<file path="src/rtl/fetch_unit.sv">
// Instruction fetch stage: issues sequential word fetches to a pipelined memory,
// buffers in-order responses with their PCs, and flushes on redirect.
module fetch_unit #(
  parameter int unsigned          DATAWIDTH = 32,
  parameter int unsigned          DEPTH     = 4,
  parameter logic [DATAWIDTH-1:0] RESET_PC  = '0
) (
  input  logic                 clk_i,
  input  logic                 rst_i,
  output logic                 imem_req_o,
  output logic [DATAWIDTH-1:0] imem_addr_o,
  input  logic                 imem_gnt_i,
  input  logic                 imem_rvalid_i,
  input  logic [DATAWIDTH-1:0] imem_rdata_i,
  input  logic                 redirect_i,
  input  logic [DATAWIDTH-1:0] redirect_pc_i,
  output logic                 inst_valid_o,
  output logic [DATAWIDTH-1:0] inst_o,
  output logic [DATAWIDTH-1:0] inst_pc_o,
  input  logic                 inst_ready_i
);

  localparam int unsigned PW = (DEPTH > 1) ? $clog2(DEPTH) : 1;
  localparam int unsigned CW = $clog2(DEPTH + 1);
  localparam logic [CW:0]   CREDIT_LIMIT = (CW+1)'(DEPTH);
  localparam logic [CW-1:0] DEPTH_C      = CW'(DEPTH);
  localparam logic [CW-1:0] ONE_C        = CW'(1);
  localparam logic [PW-1:0] ONE_P        = PW'(1);
  localparam logic [DATAWIDTH-1:0] STEP  = DATAWIDTH'(4);

  logic [DATAWIDTH-1:0] fetch_pc_q, fetch_pc_d;
  logic [DATAWIDTH-1:0] resp_pc_q, resp_pc_d;
  logic [CW-1:0]        outstanding_q, outstanding_d;
  logic [CW-1:0]        drop_cnt_q, drop_cnt_d;
  logic [CW-1:0]        count_q, count_d;
  logic [PW-1:0]        rd_ptr_q, rd_ptr_d;
  logic [PW-1:0]        wr_ptr_q, wr_ptr_d;
  logic [DATAWIDTH-1:0] inst_mem_q [DEPTH];
  logic [DATAWIDTH-1:0] inst_mem_d [DEPTH];
  logic [DATAWIDTH-1:0] pc_mem_q   [DEPTH];
  logic [DATAWIDTH-1:0] pc_mem_d   [DEPTH];

  logic                 req, grant, push, pop;
  logic [DATAWIDTH-1:0] target_pc;
  logic                 unused_pc_lsbs;

  assign target_pc      = {redirect_pc_i[DATAWIDTH-1:2], 2'b00};
  assign unused_pc_lsbs = ^redirect_pc_i[1:0];

  // In-flight requests plus buffered entries never exceed DEPTH, so a push always has room.
  assign req   = !rst_i && !redirect_i &&
                 (({1'b0, outstanding_q} + {1'b0, count_q}) < CREDIT_LIMIT);
  assign grant = req && imem_gnt_i;
  assign push  = imem_rvalid_i && (drop_cnt_q == '0) && !redirect_i;
  assign pop   = inst_valid_o && inst_ready_i;

  assign imem_req_o   = req;
  assign imem_addr_o  = fetch_pc_q;
  assign inst_valid_o = (count_q != '0) && !redirect_i && !rst_i;
  assign inst_o       = inst_mem_q[rd_ptr_q];
  assign inst_pc_o    = pc_mem_q[rd_ptr_q];

  always_comb begin
    fetch_pc_d    = fetch_pc_q;
    resp_pc_d     = resp_pc_q;
    outstanding_d = outstanding_q + CW'(grant) - CW'(imem_rvalid_i);
    drop_cnt_d    = drop_cnt_q;
    count_d       = count_q;
    rd_ptr_d      = rd_ptr_q;
    wr_ptr_d      = wr_ptr_q;
    inst_mem_d    = inst_mem_q;
    pc_mem_d      = pc_mem_q;

    if (redirect_i) begin
      // Everything still in flight belongs to the old path and must be discarded.
      fetch_pc_d = target_pc;
      resp_pc_d  = target_pc;
      drop_cnt_d = outstanding_q - CW'(imem_rvalid_i);
      count_d    = '0;
      rd_ptr_d   = '0;
      wr_ptr_d   = '0;
    end else begin
      if (grant) begin
        fetch_pc_d = fetch_pc_q + STEP;
      end
      if (imem_rvalid_i && (drop_cnt_q != '0)) begin
        drop_cnt_d = drop_cnt_q - ONE_C;
      end
      if (push) begin
        inst_mem_d[wr_ptr_q] = imem_rdata_i;
        pc_mem_d[wr_ptr_q]   = resp_pc_q;
        wr_ptr_d             = wr_ptr_q + ONE_P;
        resp_pc_d            = resp_pc_q + STEP;
      end
      if (pop) begin
        rd_ptr_d = rd_ptr_q + ONE_P;
      end
      count_d = count_q + CW'(push) - CW'(pop);
    end
  end

  always_ff @(posedge clk_i) begin
    if (rst_i) begin
      fetch_pc_q    <= RESET_PC;
      resp_pc_q     <= RESET_PC;
      outstanding_q <= '0;
      drop_cnt_q    <= '0;
      count_q       <= '0;
      rd_ptr_q      <= '0;
      wr_ptr_q      <= '0;
    end else begin
      fetch_pc_q    <= fetch_pc_d;
      resp_pc_q     <= resp_pc_d;
      outstanding_q <= outstanding_d;
      drop_cnt_q    <= drop_cnt_d;
      count_q       <= count_d;
      rd_ptr_q      <= rd_ptr_d;
      wr_ptr_q      <= wr_ptr_d;
    end
  end

  always_ff @(posedge clk_i) begin
    inst_mem_q <= inst_mem_d;
    pc_mem_q   <= pc_mem_d;
  end

  always_ff @(posedge clk_i) begin
    if (!rst_i && push && !pop) begin
      assert (count_q < DEPTH_C);
    end
  end

endmodule
</file>
<file path="config.mk">
export PLATFORM = sky130hd
export DESIGN_NAME = fetch_unit
export DESIGN_NICKNAME = d
export VERILOG_FILES = /design/src/rtl/fetch_unit.sv
export SDC_FILE = /design/constraint.sdc
export NUM_CORES = 1
export LEC_CHECK = 0
export ABC_AREA = 1
export CORE_ASPECT_RATIO = 0.8
export CORE_MARGIN = 4
export CORE_UTILIZATION = 35
export DETAILED_ROUTE_END_ITERATION = 10
export GPL_ROUTABILITY_DRIVEN = 0
export HOLD_SLACK_MARGIN = 0.03
export PLACE_DENSITY_LB_ADDON = 0.12
export SYNTH_ARGS = -nofsm -noshare
export SYNTH_HDL_FRONTEND = slang
export SYNTH_SLANG_ARGS = --single-unit
export TNS_END_PERCENT = 100
</file>
<file path="constraint.sdc">
create_clock -name clk_i -period 9.15 [get_ports clk_i]
set_input_delay 1.3725 -clock clk_i [delete_from_list [all_inputs] [get_ports clk_i]]
set_output_delay 1.3725 -clock clk_i [all_outputs]
set_load 0.01 [all_outputs]
</file>
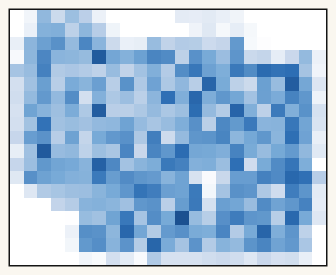
**Above:** run 1 (cell density map).
The die is cut into 23 by 19 equal tiles; white is low, dark blue is high, 0 to 100% covered.
tiles over 75% full: 4.1%
emptiest ninth of the die: bottom left
fullest tile: 87%
nearly empty tiles: 12%
mean over tiles: 38%

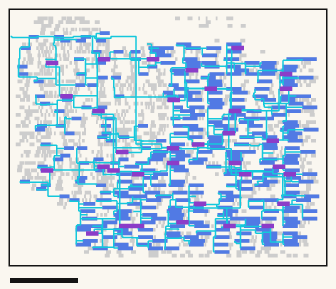
**Above:** run 1 (clock distribution).
The bar under the picture is 50 µm long.
legend:
  cyan:
    item: clock wires
    length: 4140 µm
  blue:
    item: flip-flops
    count: 321
  purple:
    item: clock drivers
    count: 34
flops lie: widely spread

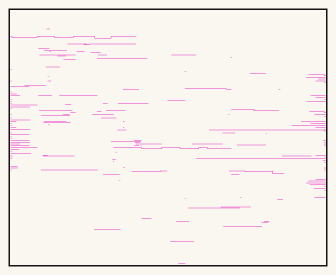
**Above:** run 1 (M3 wires).
longest straight run: 94.5 µm
wire length on this layer: 1800 µm

==> impl_metrics.env, run 1 <==
# source this file to load flow results
export IMPL_status="complete, no violations"
export IMPL_ctsResizeCount=0
export IMPL_worst_r2r_path_depth=7
export IMPL_final_nonclk_buf_share_pct=9.84
export IMPL_dpl_cell_area_um2=16100
export IMPL_finalClockPeriodUsage_pct=55.2
export IMPL_htree_levels=2
export IMPL_hp_class="register to register"
export IMPL_warnings=32
export IMPL_seqPwrFrac_pct=51.7
export IMPL_ys_flop_type="edfxtp_1"
export IMPL_critPathLaunchType="register"
export IMPL_io_buffers=161
export IMPL_comb_area_share_pct=26.2
export IMPL_clock_latency_ns=0.53
export IMPL_yosys_cell_types_count=39
export IMPL_grt_pass1_vias=9999
export IMPL_power_switching_w=0.000754
export IMPL_ys_async_sr_fraction_pct=0
export IMPL_timing_rr_start="drop_cnt_q[0]$_SDFFE_PP0P_"
export IMPL_crit_chain="clkinv_2 > buf_4 > o21ai_0 > o22ai_1 > clkdlybuf4s50_1"
export IMPL_p_comb_w=0.000266
export IMPL_postLayoutCoreUtil_pct=43.4
export IMPL_clock_area_share_pct=5.99
export IMPL_cts_tree="done"
export IMPL_switching_share_pct=23.4
export IMPL_post_route_min_period_ns=5.05
export IMPL_syn_area_per_cell_um2=9.92
export IMPL_cts_sinks=321
export IMPL_ys_sh_mux_pct=0
export IMPL_fill_cells=3907
export IMPL_worst_path_max_delay_cell="clkinv_2"
export IMPL_fp_dieW_um=232
export IMPL_p_int_w=0.00247
export IMPL_cts_made_buffers=34
export IMPL_worstPathMaxFanout=68
export IMPL_grt_antenna_before_repair=0
export IMPL_fin_cells=2121
export IMPL_num_vias=10300
export IMPL_signal_buffers=172
export IMPL_drc=0
## run 1: metal layers
layer | part of all wire, % | global-route usage (%)
met4 | 1.6 | 3.65
met5 | 0 | 0
met1 | 49 | 24.8
met3 | 4.8 | 3.40
met2 | 45 | 26.7
## run 1: worst max-delay path by stage
| stage | from | cells after the start | endpoint |
|---|---|---|---|
| floorplan | imem_rvalid_i | 4 | inst_mem_q[0]$_DFFE_PP_ |
| global placement | imem_rvalid_i | 6 | inst_mem_q[123]$_DFFE_PP_ |
| CTS | rd_ptr_q[0]$_SDFFE_PP0P_ | 5 | inst_pc_o[11] |
| detailed placement | imem_rvalid_i | 6 | pc_mem_q[81]$_DFFE_PP_ |
| global route | rd_ptr_q[0]$_SDFFE_PP0P_ | 5 | inst_pc_o[19] |
| finish | rd_ptr_q[0]$_SDFFE_PP0P_ | 5 | inst_pc_o[9] |
## run 1: state kept, by name, summed over array words and instances (netlist names)
| name | cells |
|---|---|
| pc_mem_q | 120 |
| outstanding_q | 3 |
| wr_ptr_q | 2 |
| imem_addr_o | 30 |
| inst_mem_q | 128 |
| count_q | 3 |
| resp_pc_q | 30 |
| rd_ptr_q | 2 |
| drop_cnt_q | 3 |
## run 1: cells in the mapped netlist, drive strengths merged, types with 2 or more instances
master / number / area (µm²)
and2: 2 / 12.5
fa: 2 / 40.0
nand3b: 6 / 45.0
a31oi: 9 / 56.3
xor2: 16 / 140
edfxtp: 248 / 7450
nand2: 266 / 1020
xnor2: 8 / 70.1
nand3: 57 / 285
nand4: 3 / 18.8
clkinv: 3 / 12.5
o22ai: 64 / 400
clkbuf: 41 / 154
a21oi: 58 / 290
or2: 2 / 12.5
dfxtp: 73 / 1460
nor3: 5 / 25.0
o21ai: 159 / 796
buf: 24 / 148
ha: 16 / 200
inv: 92 / 345
nor2: 253 / 1000
**Run 1: cell outlines without signal wires**

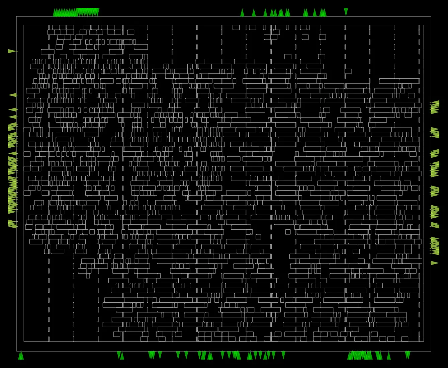

==> inputs of run 2 (changes only) <==
clock period = 4.7 ns   (was 9.15 ns; I/O delays follow)
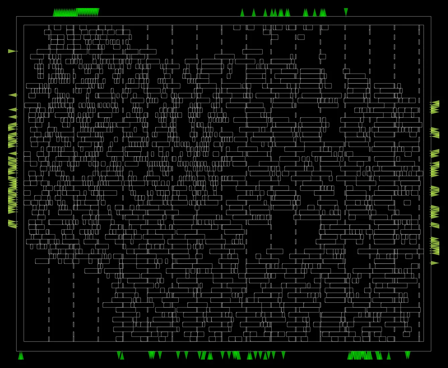
**Above:** run 2 (cell outlines without signal wires).
Seq cells: 321
Filler cells: 3848
core area: 39500 µm²
row cnt: 65
utilization after layout: 43.9%

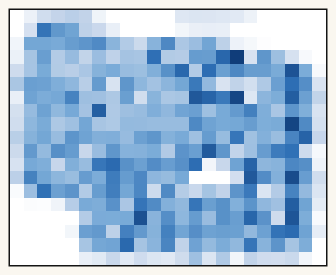
**Above:** run 2 (cell density map).
The die is cut into 23 by 19 equal tiles; white is low, dark blue is high, 0 to 100% covered.
fullest tile: 95%
mean over tiles: 39%
tiles over 75% full: 5.7%

==> run 2 against run 1 <==
Against the previous run: clock-buffer cell count fell by 10; combinational power rose by 96%; clock power rose by 110%; via count rose by 0.27%; critical path type unchanged.
==> impl_metrics.env, run 2 <==
# source this file to load flow results
export IMPL_syn_area_per_cell_um2=9.92
export IMPL_ctsResizeCount=0
export IMPL_dpl_cell_area_um2=16200
export IMPL_common_cells="261 x nand2_1, 248 x edfxtp_1, 241 x nor2_1"
export IMPL_grt_pass1_vias=10000
export IMPL_dp_hpwl_um=24000
export IMPL_top_cell_area_share_pct=53.1
export IMPL_p_comb_w=0.000522
export IMPL_num_vias=10300
export IMPL_power_switching_w=0.00150
export IMPL_yosys_cell_types_count=39
export IMPL_cts_tree="done"
export IMPL_warnings=32
export IMPL_clock_latency_ns=0.53
export IMPL_crit_chain="clkinv_2 > buf_4 > o21ai_0 > o22ai_1 > clkdlybuf4s50_1"
export IMPL_yosysMostFrequentCell="nand2_1"
export IMPL_ys_flop_type="edfxtp_1"
export IMPL_post_route_min_period_ns=3.81
export IMPL_grt_antenna_before_repair=1
export IMPL_timing_rr_start="count_q[1]$_SDFF_PP0_"
export IMPL_largest_register_ffs=128
export IMPL_fp_dieW_um=232
export IMPL_ys_sh_mux_pct=0
export IMPL_drc=0
export IMPL_worst_path_max_delay_cell="clkinv_2"
export IMPL_p_int_w=0.00501
export IMPL_seqPwrFrac_pct=49.9
export IMPL_cts_sinks=321
export IMPL_hp_class="register to register"
export IMPL_cts_made_buffers=34
export IMPL_critPathLaunchType="register"
export IMPL_htree_levels=2
export IMPL_top_register="inst_mem_q"
export IMPL_fin_cells=2127
export IMPL_worst_r2r_path_depth=11
export IMPL_synthTopCellsByArea="edfxtp_1 53%, dfxtp_1 10%, nand2_1 7.0%"
export IMPL_io_buffers=161
export IMPL_status="complete, no violations"
export IMPL_switching_share_pct=23.0
export IMPL_ys_async_sr_fraction_pct=0
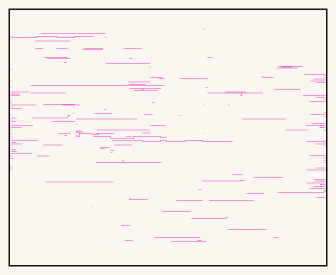
**Above:** run 2 (M3 wires).
wire length on this layer: 1960 µm
share of all routed wire: 5.2%
longest straight run: 98.4 µm
nets with wire on the layer: 130
main direction: horizontal

run 2: netlist changes by cell type in the layout (fill, tap and decap cells not counted):
cell | before | now
buf_4 | 11 | 14
clkbuf_1 | 12 | 3
buf_12 | 0 | 3
clkinv_2 | 5 | 8
clkbuf_8 | 3 | 2
clkinvlp_4 | 0 | 2
inv_6 | 1 | 2
bufinv_16 | 0 | 4
run 2: cell type report:
class                   instances  area (µm²)
fillers                      3848       22200
flip-flops and latches        321        8910
multi-input cells             936        4500
repair buffers                178        1770
clock buffers                  40         915
well taps                     536         671
inverters                      95         359
clock inverters                21         225
run 2: worst max path at each step:
stage                                   startpoint                         end  slack (ns)
after floorplan                      imem_rvalid_i     inst_mem_q[0]$_DFFE_PP_        0.43
after global placement                  redirect_i  resp_pc_q[12]$_SDFFE_PP0P_        1.05
after detailed placement                redirect_i  resp_pc_q[18]$_SDFFE_PP0P_        1.01
after CTS                 rd_ptr_q[0]$_SDFFE_PP0P_               inst_pc_o[28]        0.81
after global routing      rd_ptr_q[0]$_SDFFE_PP0P_                inst_pc_o[6]        0.65
final                     rd_ptr_q[0]$_SDFFE_PP0P_                inst_pc_o[6]        0.89
run 2: cell families after synthesis:
logic type               count (synthesis)
AND/OR/NAND/NOR                        595
flip-flops                             321
AND-OR/OR-AND                          295
buffers and inverters                  160
XOR/XNOR                                24
adder cells (fa/ha/maj)                 18
other                                    1
run 2: worst max-delay path, delay by kind of cell, from the launching register on:
kind / cells / cell delay (ns)
buffers and inverters: 3 / 1.67
flip-flops: 1 / 0.56
AND-OR/OR-AND: 2 / 0.30
run 2: per-layer routing:
| layer | global-route usage (%) | wire [µm] |
|---|---|---|
| met5 | 0 | 10 |
| met3 | 2.92 | 1960 |
| met4 | 3.47 | 543 |
| met1 | 25.1 | 18100 |
| met2 | 26.6 | 16800 |
==> inputs of run 3 (changes only) <==
clock period = 3.94 ns   (was 4.7 ns; I/O delays follow)
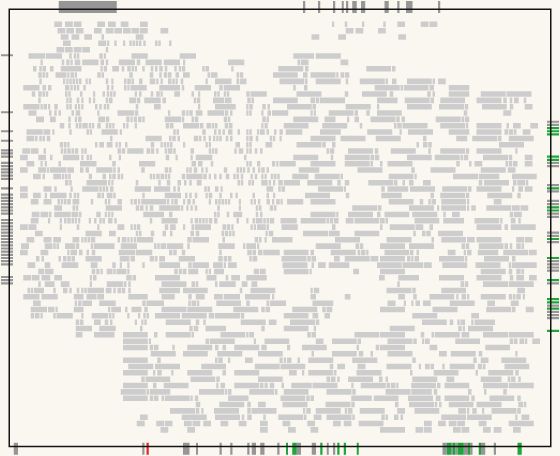
**Above:** run 3 (I/O pins on the die edge).
Pins as bars across the die edge, other pins in gray.
legend:
  red:
    port: inst_ready_i
    pins: 1
    direction: input
    edge: bottom
  green:
    port: inst_o
    pins: 32
    direction: output
    edge: 17 bottom, 15 right
all pins by edge: 49 bottom, 43 top, 39 left, 37 right

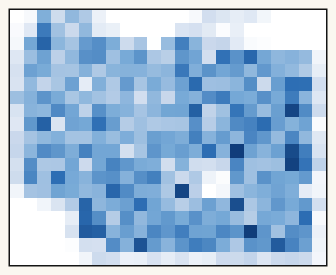
**Above:** run 3 (cell density map).
The die is cut into 23 by 19 equal tiles; white is low, dark blue is high, 0 to 100% covered.
fullest tile: 95%
mean over tiles: 39%
nearly empty tiles: 11%

==> run 3 against run 2 <==
Against the previous run: power increased by 19%; via count increased by 0.93%; sequential cell count unchanged; clock skew increased by 0.0055 ns; combinational power increased by about 20%; die area unchanged; sequential power increased by 19%; core utilization about the same; worst setup slack got worse by 0.29 ns.
==> impl_metrics.env, run 3 <==
# source this file to load flow results
export IMPL_power_frac_comb_pct=8.1
export IMPL_fp_row_count=65
export IMPL_seqPwrFrac_pct=50.2
export IMPL_hp_class="primary input to register"
export IMPL_top_register="inst_mem_q"
export IMPL_top_logic_kind="simple AND/OR/NAND/NOR gates"
export IMPL_top_cell_area_share_pct=53.1
export IMPL_critPathLaunchType="register"
export IMPL_worst_path_max_delay_cell="buf_4"
export IMPL_ys_flop_type="edfxtp_1"
export IMPL_cts_made_buffers=35
export IMPL_post_route_min_period_ns=3.34
export IMPL_crit_chain="clkinv_2 > buf_4 > o21ai_0 > o22ai_1 > clkdlybuf4s50_1"
export IMPL_common_cells="261 x nand2_1, 248 x edfxtp_1, 241 x nor2_1"
export IMPL_worstSetupStartpoint="rd_ptr_q[0]$_SDFFE_PP0P_"
export IMPL_critical_path_class="register to output port"
export IMPL_clock_latency_ns=0.53
export IMPL_drc=0
export IMPL_synthTopCellsByArea="edfxtp_1 53%, dfxtp_1 10%, nand2_1 7.0%"
export IMPL_htree_levels=2
export IMPL_timing_rr_start="drop_cnt_q[0]$_SDFFE_PP0P_"
export IMPL_fp_dieW_um=232
export IMPL_grt_pass1_vias=10100
export IMPL_grt_antenna_before_repair=1
export IMPL_ctsResizeCount=0
export IMPL_ys_sh_mux_pct=0
export IMPL_p_int_w=0.00590
export IMPL_num_vias=10400
export IMPL_largest_register_ffs=128
export IMPL_yosys_cell_types_count=39
export IMPL_ys_async_sr_fraction_pct=0
export IMPL_cts_sinks=321
export IMPL_switching_share_pct=23.5
export IMPL_maxCapViolations=0
export IMPL_worst_r2r_path_depth=13
export IMPL_yosysMostFrequentCell="nand2_1"
export IMPL_cts_tree="done"
export IMPL_crit_path_end="inst_o[17]"
export IMPL_io_buffers=161
export IMPL_status="complete, no violations"
export IMPL_dp_hpwl_um=24500
export IMPL_fill_cells=3883
export IMPL_power_switching_w=0.00181
export IMPL_p_comb_w=0.000626
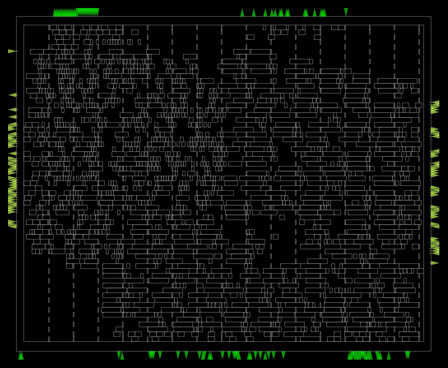
**Above:** run 3 (cell outlines without signal wires).
Tap Cells: 536
Seq area share: 51.3%
utilization after layout: 43.9%

[run 3: cell count changes in the layout (fill, tap and decap cells not counted), sizes merged]
cell	previous run	this run
clkbuf	40	49
inv	95	94
bufinv	4	1
clkinv	15	13
clkinvlp	2	1
buf	18	21
[run 3: worst max-delay path: cells and delay by family (launching register included)]
kind / cells / cell delay (ns)
DFF: 1 / 0.46
buffers and inverters: 3 / 1.24
AOI/OAI and AO/OA: 2 / 0.41
[run 3: routing by layer]
layer | routed length [µm] | global-route usage (%)
met3 | 1870 | 2.98
met4 | 596 | 3.56
met2 | 17000 | 27.0
met1 | 18600 | 25.5
met5 | 0 | 0
[run 3: worst min-delay path by stage]
stage,slack (ns),to,depth (start not counted)
final,0.41,rd_ptr_q[1]$_SDFFE_PP0P_,4
after global routing,0.41,rd_ptr_q[1]$_SDFFE_PP0P_,4
after CTS,0.39,rd_ptr_q[1]$_SDFFE_PP0P_,4
after detailed placement,0.47,drop_cnt_q[2]$_SDFFE_PP0P_,2
after global placement,0.46,drop_cnt_q[2]$_SDFFE_PP0P_,2
after floorplan,0.45,drop_cnt_q[2]$_SDFFE_PP0P_,2
[run 3: layout make-up]
class	count	area [µm²]	area share [%]
Clock inverter	14	141	0.814
Sequential cell	321	8910	51.3
Timing Repair Buffer	181	1780	10.3
Clock buffer	49	1000	5.76
Multi-Input combinational cell	936	4500	25.9
Tap cell	536	671	3.86
Inverter	95	359	2.07
[run 3: through the flow]
step           worst slack, ns  TNS [ns]  instance area (µm²)  total power (W)
4_1_cts                  0.518         0                17400          0.00781
3_3_place_gp             0.704         0                16200          0.00457
6_report                 0.601         0                17400          0.00772
2_1_floorplan           -0.215    -53.26                14000          0.00423
3_5_place_dp             0.686         0                16200          0.00457
5_1_grt                  0.412         0                17400          0.00803
No activity file was given, so power comes from the tool's default toggle rates.
